Figure 1. Routed metal per tile (run 1).
Scale bar: 10 um. 9 x 9 tiles, from black (low) to pale yellow (high), scaled to the fullest tile. Values are wire area over tile area, all layers added.
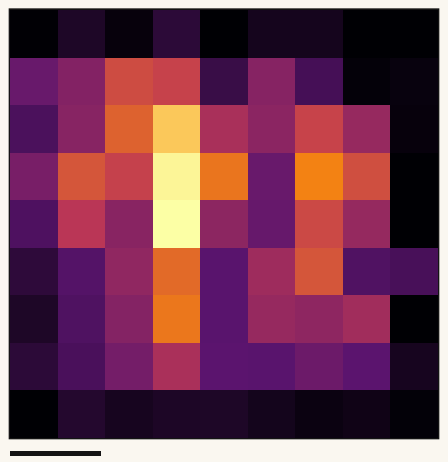
Figure 2. Signal wires by layer (run 1).
Scale bar: 10 um. Two of the layers only.
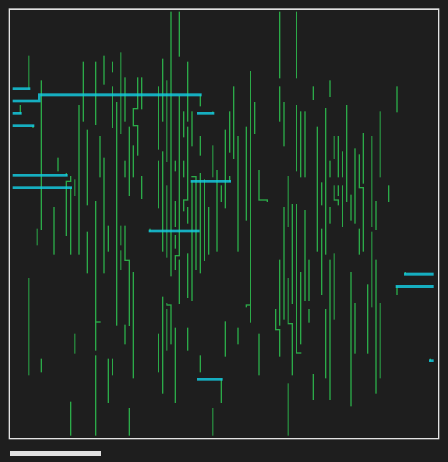
Figure 3. Cell placement (run 1).
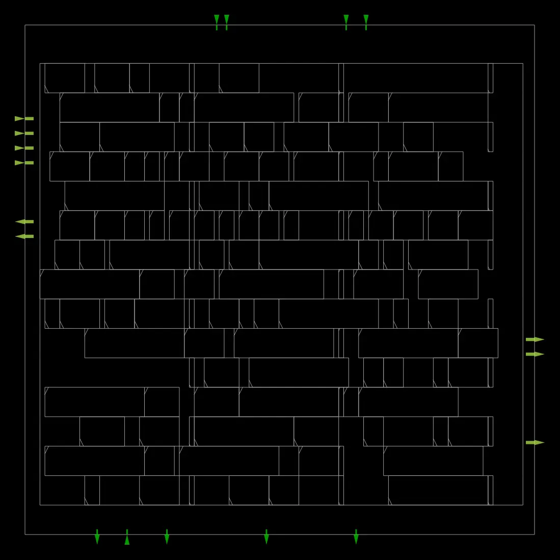
Figure 4. Register map, names as in the netlist (run 1).
Other sequential cells in the stronger grey, the rest of the logic in the fainter grey.
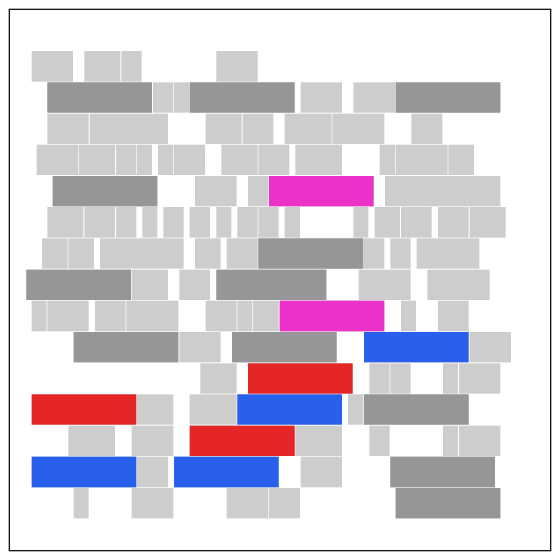
<file path="config.mk">
export PLATFORM = sky130hd
export DESIGN_NAME = seq_restoring_divider
export DESIGN_NICKNAME = d
export VERILOG_FILES = /design/src/rtl/seq_restoring_divider.sv
export SDC_FILE = /design/constraint.sdc
export NUM_CORES = 1
export LEC_CHECK = 0
export ABC_AREA = 0
export CAP_MARGIN = 15
export CORE_UTILIZATION = 51
export CTS_CLUSTER_SIZE = 10
export DETAILED_ROUTE_END_ITERATION = 8
export PLACE_DENSITY = 0.76
export SETUP_SLACK_MARGIN = 0.15
export SYNTH_ARGS = -nofsm -noshare
export SYNTH_HDL_FRONTEND = slang
export SYNTH_SLANG_ARGS = --single-unit
</file>
<file path="constraint.sdc">
create_clock -name clk -period 1.9 [get_ports clk]
set_input_delay 0.285 -clock clk [delete_from_list [all_inputs] [get_ports clk]]
set_output_delay 0.285 -clock clk [all_outputs]
set_load 0.01 [all_outputs]
</file>
<file path="src/rtl/seq_restoring_divider.sv">
// seq_restoring_divider
//   Iterative unsigned restoring divider. A 2N-bit dividend is divided by an
//   N-bit divisor, producing a 2N-bit quotient and N-bit remainder, one
//   quotient bit per clock behind a start/done handshake.
//
//   Ports
//     clk    in   rising-edge clock
//     rst_n  in   asynchronous active-low reset
//     start  in   request, sampled only while idle
//     P      in   2N-bit dividend, captured on the accepted start edge
//     B      in   N-bit divisor, captured on the accepted start edge
//     busy   out  high whenever the block is not idle
//     done   out  one-cycle completion pulse
//     Q      out  2N-bit quotient (registered, holds until next completion)
//     R      out  N-bit remainder (registered, holds until next completion)
//     dz     out  divide-by-zero flag (registered)
//
//   Build option
//     DIV_ZERO_CHK_EN : when defined, B=0 bypasses the iteration and
//                       completes one cycle after start with dz=1. When
//                       undefined, dz is always 0 and B=0 iterates normally
//                       (giving Q=all ones, R=P[N-1:0]).
module seq_restoring_divider #(
  parameter int N = 2
) (
  input  logic           clk,
  input  logic           rst_n,
  input  logic           start,
  input  logic [2*N-1:0] P,
  input  logic [N-1:0]   B,
  output logic           busy,
  output logic           done,
  output logic [2*N-1:0] Q,
  output logic [N-1:0]   R,
  output logic           dz
);
  localparam int            CW   = (2*N > 1) ? $clog2(2*N) : 1;
  localparam logic [CW-1:0] LAST = CW'(2*N-1);

  typedef enum logic [1:0] {IDLE, RUN, DONE} state_e;
  state_e state_q, state_d;

  logic [2*N-1:0] dvd_q, dvd_d;   // dividend shift register
  logic [2*N-1:0] quo_q, quo_d;   // working quotient
  logic [N-1:0]   div_q, div_d;   // captured divisor
  logic [N-1:0]   rem_q, rem_d;   // partial remainder
  logic [CW-1:0]  cnt_q, cnt_d;   // step counter
  logic [2*N-1:0] q_q, q_d;
  logic [N-1:0]   r_q, r_d;
  logic           dz_q, dz_d;

  logic [N:0]     t;
  logic [N-1:0]   diff;
  logic           ge;
  logic           zero_fast;

`ifdef DIV_ZERO_CHK_EN
  assign zero_fast = (B == '0);
`else
  assign zero_fast = 1'b0;
`endif

  // Trial subtraction. Only the low N bits of t-B are ever kept (the result
  // is < B when ge), so the subtract is done at N bits.
  assign t    = {rem_q, dvd_q[2*N-1]};
  assign ge   = (t >= {1'b0, div_q});
  assign diff = t[N-1:0] - div_q;

  // State register
  always_ff @(posedge clk or negedge rst_n) begin
    if (!rst_n) state_q <= IDLE;
    else        state_q <= state_d;
  end

  // Next-state logic
  always_comb begin
    state_d = state_q;
    case (state_q)
      IDLE:    if (start) state_d = zero_fast ? DONE : RUN;
      RUN:     if (cnt_q == LAST) state_d = DONE;
      DONE:    state_d = IDLE;
      default: state_d = IDLE;
    endcase
  end

  // Output logic
  always_comb begin
    busy = (state_q != IDLE);
    done = (state_q == DONE);
  end

  assign Q  = q_q;
  assign R  = r_q;
  assign dz = dz_q;

  // Datapath next-state
  always_comb begin
    dvd_d = dvd_q;
    quo_d = quo_q;
    div_d = div_q;
    rem_d = rem_q;
    cnt_d = cnt_q;
    q_d   = q_q;
    r_d   = r_q;
    dz_d  = dz_q;
    case (state_q)
      IDLE: if (start) begin
        dvd_d = P;
        div_d = B;
        rem_d = '0;
        quo_d = '0;
        cnt_d = '0;
        // Fast path publishes the same result the iteration would produce.
        if (zero_fast) begin
          q_d  = '1;
          r_d  = P[N-1:0];
          dz_d = 1'b1;
        end
      end
      RUN: begin
        rem_d = ge ? diff : t[N-1:0];
        dvd_d = dvd_q << 1;
        quo_d = {quo_q[2*N-2:0], ge};
        cnt_d = cnt_q + 1'b1;
        // Final step: publish the freshly computed working values.
        if (cnt_q == LAST) begin
          q_d  = quo_d;
          r_d  = rem_d;
          dz_d = 1'b0;
        end
      end
      default: ;
    endcase
  end

  always_ff @(posedge clk or negedge rst_n) begin
    if (!rst_n) begin
      dvd_q <= '0;
      quo_q <= '0;
      div_q <= '0;
      rem_q <= '0;
      cnt_q <= '0;
      q_q   <= '0;
      r_q   <= '0;
      dz_q  <= 1'b0;
    end else begin
      dvd_q <= dvd_d;
      quo_q <= quo_d;
      div_q <= div_d;
      rem_q <= rem_d;
      cnt_q <= cnt_d;
      q_q   <= q_d;
      r_q   <= r_d;
      dz_q  <= dz_d;
    end
  end

endmodule
</file>
==> impl_summary.log, run 1 <==
[report] implementation figures
[metrics] hpwl dp: between 1000 and 1500 um
[metrics] netlist area before placement: 0.00104 mm^2
[metrics] maximum clock frequency: about 590 MHz
[metrics] Routed met1 length: just over 800 um
[metrics] setup repair after global routing missed its margin: no
[metrics] clock share of power: 10.4%
[metrics] maximum buffer depth of the clock tree: 2
[metrics] Area Overhead vs Synth: 22.5%
[metrics] async set or reset register ratio after synthesis: 100%
[metrics] Registers, synthesis: 21
[metrics] share of power burned in registers: between 30% and 40%
[metrics] final cell count without fillers: 134
[metrics] clock period minus worst slack: 1700 ps
[metrics] total placed cells including tap cells: 128
[metrics] hold crit path type: in -> async
[metrics] total tool warning count: 26
[metrics] Placement Setup Slack: between 200 and 250 ps
[metrics] reported leakage power: ~0.6 nW
[metrics] Chip Height: 47.1 um
[metrics] maximum number of pins on one net before global-route repair: 22
[metrics] type of destination of the critical path: output port
[metrics] overall via count from detail_route: between 700 and 800
[metrics] yosys stat cell total: ~87
[metrics] first-pass iteration count of the detailed router: 4
[metrics] max-cap violation count: 0
[metrics] outcome: finished clean
[metrics] total inserted antenna cells: 0
[metrics] cell types with the highest counts after synthesis: dfrtp_1 (21), nand2_1 (9), o21ai_1 (9), a21oi_1 (5), mux2_1 (5)
[metrics] clock-pin slew of the registers on the worst-case setup and hold paths: 120 ps
[metrics] post-place instance area: between 0.001 and 0.0015 mm^2
[metrics] post-synthesis sequential area ratio: between 50% and 60%
[metrics] Inserted Clock Buffers: 3
[metrics] initial antenna violation count: 0
About Figure 1:
tiles over half the peak: 20%
densest ninth of the die: centre
mean over tiles: 0.13
fullest tile: 0.45

About Figure 2:
| layer | colour | wire length |
|---|---|---|
| met3 | cyan | 58.2 um |
| met2 | green | 963 um |
per-cell routed wire length: 13.9 um
global-route usage over all layers: 21.2%
Final Routed Wirelength: 1860 um

About Figure 3:
tap cells: 25
num sequential: 21
sequential cell area share: 41.5%

About Figure 4:
| name in the netlist | colour | flops |
|---|---|---|
| `Q` | blue | 4 |
| `div_q` | magenta | 2 |
| `quo_q` | red | 3 |
not coloured: 12

[run 1: through the flow]
step / hold WS (ps) / total power, W
global route: 322 / 0.00234
detailed placement: 478 / 0.00194
global placement: 459 / 0.00191
floorplan: -10.6 / 0.00161
finish: 295 / 0.00218
CTS: 295 / 0.00220
[run 1: cells in the final DEF (no fill, tap or decap), drive strengths merged]
master	instances
dfrtp	21
clkdlybuf4s50	15
nand2	9
o21ai	9
mux2	5
a21oi	5
buf	5
and3b	4
inv	4
nor2b	3
a22o	3
ha	3
clkbuf	3
a2111oi	3
and2b	2
a21o	2
nand2b	2
or2	2
o31ai	2
nand3b	1
o21bai	1
mux2i	1
nor2	1
conb	1
clkinvlp	1
dlygate4sd2	1
[run 1: critical path, stage by stage (launching register included)]
cell	delay, ps
dfrtp_2	450
nor2b_1	110
clkdlybuf4s50_1	550
[run 1: power groups by stage]
stage / clock [W] / combinational, W / sequential [W]
floorplan: 0 / 0.000804 / 0.000807
global placement: 0 / 0.00110 / 0.000806
detailed placement: 0 / 0.00113 / 0.000814
CTS: 0.000237 / 0.00117 / 0.000793
global route: 0.000245 / 0.00127 / 0.000821
finish: 0.000228 / 0.00116 / 0.000792
[run 1: cells by family after synthesis]
kind of cell / Yosys count / synth area share [%]
buffers and inverters: 7 / 3.98
and+or+nand+nor: 24 / 14.9
DFF: 21 / 50.7
muxes: 6 / 6.40
other: 1 / 0.362
AOI/OAI and AO/OA: 25 / 20.0
adders and majority gates: 3 / 3.62
[run 1: what timing repair did]
item                                   4_1_cts  5_1_grt
resized                                      2        0
setup endpoints to repair                    2        0
endpoints found under the hold margin        0        0
buffers inserted                             2        0
[run 1: layout make-up]
type	instances	area, um^2
Fill cell	149	552
Sequential cell	21	527
Multi-Input combinational cell	59	469
Timing Repair Buffer	21	196
Tap cell	25	31.3
Clock buffer	3	22.5
Inverter	4	15.0
Clock inverter	1	7.51
[run 1: final timing paths]
path,start,to,slack [ps]
max in group asynchronous,rst_n,state_q[0],1380
worst min register to register,quo_q[2],Q[3],500
worst max register to register,dvd_q[3],R[1],300
worst min-delay path,rst_n,Q[3],300
min in group clk,quo_q[2],Q[3],500
worst max-delay path,state_q[0],done,200
[run 1: layer usage]
layer / vias up / track usage (%)
met2: 14 / 36.9
met1: 348 / 25.4
met4: 0 / 8.57
met5: - / 0
met3: 3 / 4.62
li1: 350 / -
[run 1: flip-flops by register name, indices dropped and copies added (netlist names)]
| name | flops |
|---|---|
| Q | 4 |
| R | 2 |
| cnt_q | 2 |
| div_q | 2 |
| dvd_q | 4 |
| quo_q | 3 |
| rem_q | 2 |
| state_q | 2 |
Figure 5. Placement by cell class (run 1).
Fill, decap, tap and diode cells in grey.
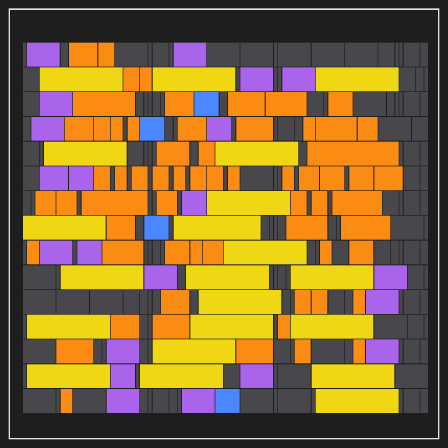

==> run 2, diff against run 1 <==
GPL_TIMING_DRIVEN = 0   (was unset)
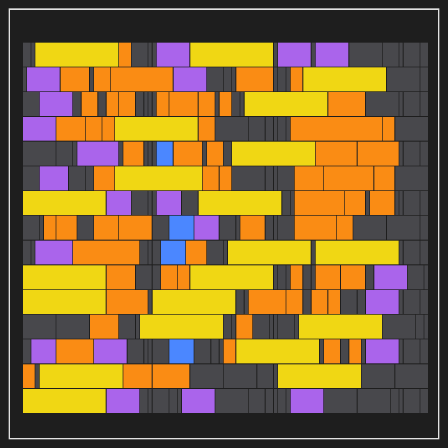
Figure 6: run 2, placement by cell class.
Fill, decap, tap and diode cells in grey.
| class | colour | cells | share of their area |
|---|---|---|---|
| flip-flops | yellow | 21 | 42% |
| other buffers and delay cells | purple | 21 | 16% |
| all other logic | orange | 63 | 39% |
| clock drivers and dummy loads | blue | 4 | 2.2% |
sequential cell area share: 41.4%
core region area: 0.00182 mm^2
core occupancy in the finished layout: 69.9%
cell area after layout: 0.00127 mm^2

==> run 2 against run 1 <==
Compared with the run above:
- via count decreased by 0.28%
- wire length fell by 9.4%
- cell area is 0.30% higher
- largest cell class unchanged
- highest routed layer unchanged
==> impl_summary.log, run 2 <==
[report] implementation figures
[metrics] outcome: finished clean
[metrics] clock period minus worst slack: 1630 ps (-73.0 ps)
[metrics] met1 demand-to-capacity share in global routing: 25.1% (-0.38 points)
[metrics] Area Overhead vs Synth: 22.8%
[metrics] maximum clock frequency: 613 MHz (+4.5%)
[metrics] arrival time of data at the critical path endpoint: around 1400 ps
[metrics] netlist area before placement: 0.00104 mm^2 (unchanged)
[metrics] most frequently placed logic cells in the final layout: dfrtp_1 (20), clkdlybuf4s50_1 (14), nand2_1 (9), o21ai_1 (9)
[metrics] residual overflow from global routing: 0
[metrics] Inserted Clock Buffers: 3 (unchanged)
[metrics] reported leakage power: 0.601 nW (+2.6%)
[metrics] hold slack: 488 ps (+192 ps)
[metrics] area used by multi-input combinational logic: 469 um^2 (unchanged)
[metrics] setup repair after global routing missed its margin: no
[metrics] global-route met2 utilization: 31.1% (-5.8 points)
[metrics] fraction of the mapped netlist area in adder cells: 3.62% (unchanged)
[metrics] post-synthesis sequential area ratio: 50.7% (unchanged)
[metrics] async set or reset register ratio after synthesis: 100% (unchanged)
[metrics] fraction of the mapped netlist area in simple logic gates: 14.9% (unchanged)
[metrics] total inserted antenna cells: 0 (unchanged)
[metrics] share of cell area taken by muxes after synthesis: 6.40% (unchanged)
[metrics] Layout fillers: 143 (-4.0%)
[metrics] hold crit path type: in -> async
[metrics] maximum number of pins on one net before global-route repair: 22 (unchanged)
[metrics] post-synthesis compound-gate area fraction: 20.0% (unchanged)
[metrics] overall via count from detail_route: 713 (-0.28%)
[metrics] per-cell routed wire length: 12.6 um (-9.4%)
[metrics] clock-pin slew of the registers on the worst-case setup and hold paths: 120 ps (about the same)
[metrics] combinational family with the most area after synthesis: AND-OR/OR-AND gates
[metrics] Registers, synthesis: 21 (unchanged)
[metrics] overall power: 0.00215 W (-1.4%)
[metrics] register area: 527 um^2 (unchanged)
[metrics] first-pass iteration count of the detailed router: 3 (-1)
[metrics] cell types with the highest counts after synthesis: dfrtp_1 (21), nand2_1 (9), o21ai_1 (9), a21oi_1 (5), mux2_1 (5)
[metrics] routing layer with the top usage in global route: met2
[metrics] most common library cell in the layout ignoring fill and taps: dfrtp_1
[metrics] yosys stat cell total: 87 (unchanged)
[metrics] area fraction in xor and xnor cells: 0% (unchanged)
[metrics] global-route usage over all layers: 18.7% (-2.5 points)
[metrics] Chip Height: 47.1 um (unchanged)
[metrics] total tool warning count: 26 (unchanged)
[metrics] max-cap violation count: 0 (unchanged)
[metrics] Final Routed Wirelength: 1680 um (-9.4%)
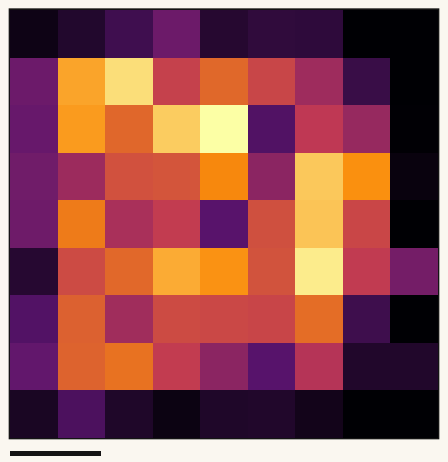
Figure 7: run 2, routed metal per tile.
Scale bar: 10 um. 9 x 9 tiles, from black (low) to pale yellow (high), scaled to the fullest tile. Values are wire area over tile area, all layers added.
fullest tile: 0.29
nearly empty tiles: 9.9%
tiles over half the peak: 43%

## run 2: cell counts after synthesis
No cell type changed its count.
## run 2: timing repair
item                       CTS  global route
setup endpoints to repair    2             1
resized                      2             1
hold buffers                 0             0
setup buffers                1             1
pin swaps                    0             0
## run 2: path summary, 6_finish.rpt
| kind | startpoint | endpoint | slack [ps] | cells after the start |
|---|---|---|---|---|
| worst max-delay path | state_q[1] | done | 270 | 4 |
| max in group asynchronous | rst_n | state_q[0] | 800 | 1 |
| worst max register to register | dvd_q[3] | R[1] | 300 | 5 |
| worst min-delay path | rst_n | state_q[1] | 490 | 1 |
| worst min register to register | R[1] | R[1] | 490 | 1 |
| min in group clk | R[1] | R[1] | 490 | 1 |
## run 2: power breakdown
| part | total, W | internal (W) | leakage [nW] | switching, W |
|---|---|---|---|---|
| Clock | 0.000211 | 0.0000783 | 0.0177 | 0.000133 |
| Combinational | 0.00116 | 0.000601 | 0.322 | 0.000559 |
| Sequential | 0.000783 | 0.000655 | 0.261 | 0.000128 |
| Total | 0.00215 | 0.00133 | 0.601 | 0.000820 |
## run 2: cells by family (layout without fill, tap and decap cells)
kind of cell,Yosys count,after routing
multiplexers,6,6
buffers and inverters,7,29
other,1,1
adder cells (fa/ha/maj),3,3
AND-OR/OR-AND,25,25
flip-flops,21,21
AND/OR/NAND/NOR,24,24
## run 2: routing by layer
metal / vias to the layer above / wire length, um
met2: 9 / 828
met5: - / 0
met1: 351 / 803
met3: 2 / 37
met4: 0 / 13
li1: 351 / -
## run 2: worst max-delay path: stages (launching register included)
cell and delay (ps):
dfrtp_1 390, buf_4 140, buf_6 130, nor2b_1 120, dlygate4sd2_1 280
## run 2: area by class of cell
cell class	count	area share, %
Sequential cell	21	41.4
Multi-Input combinational cell	59	36.9
Inverter	4	1.18
Timing Repair Buffer	18	13.9
Buffer	3	2.06
Clock buffer	3	1.77
Clock inverter	1	0.393
Tap cell	25	2.46
## run 2: stage by stage
step	setup WS, ps	area (um^2)	instances	utilization [%]
finish	269	1270	134	69.9
global route	200	1270	134	69.9
floorplan	410	1040	87	-
detailed placement	210	1230	128	67.4
CTS	158	1260	133	69.3
global placement	217	1230	128	67.4
Power and IR drop assume default switching activity.
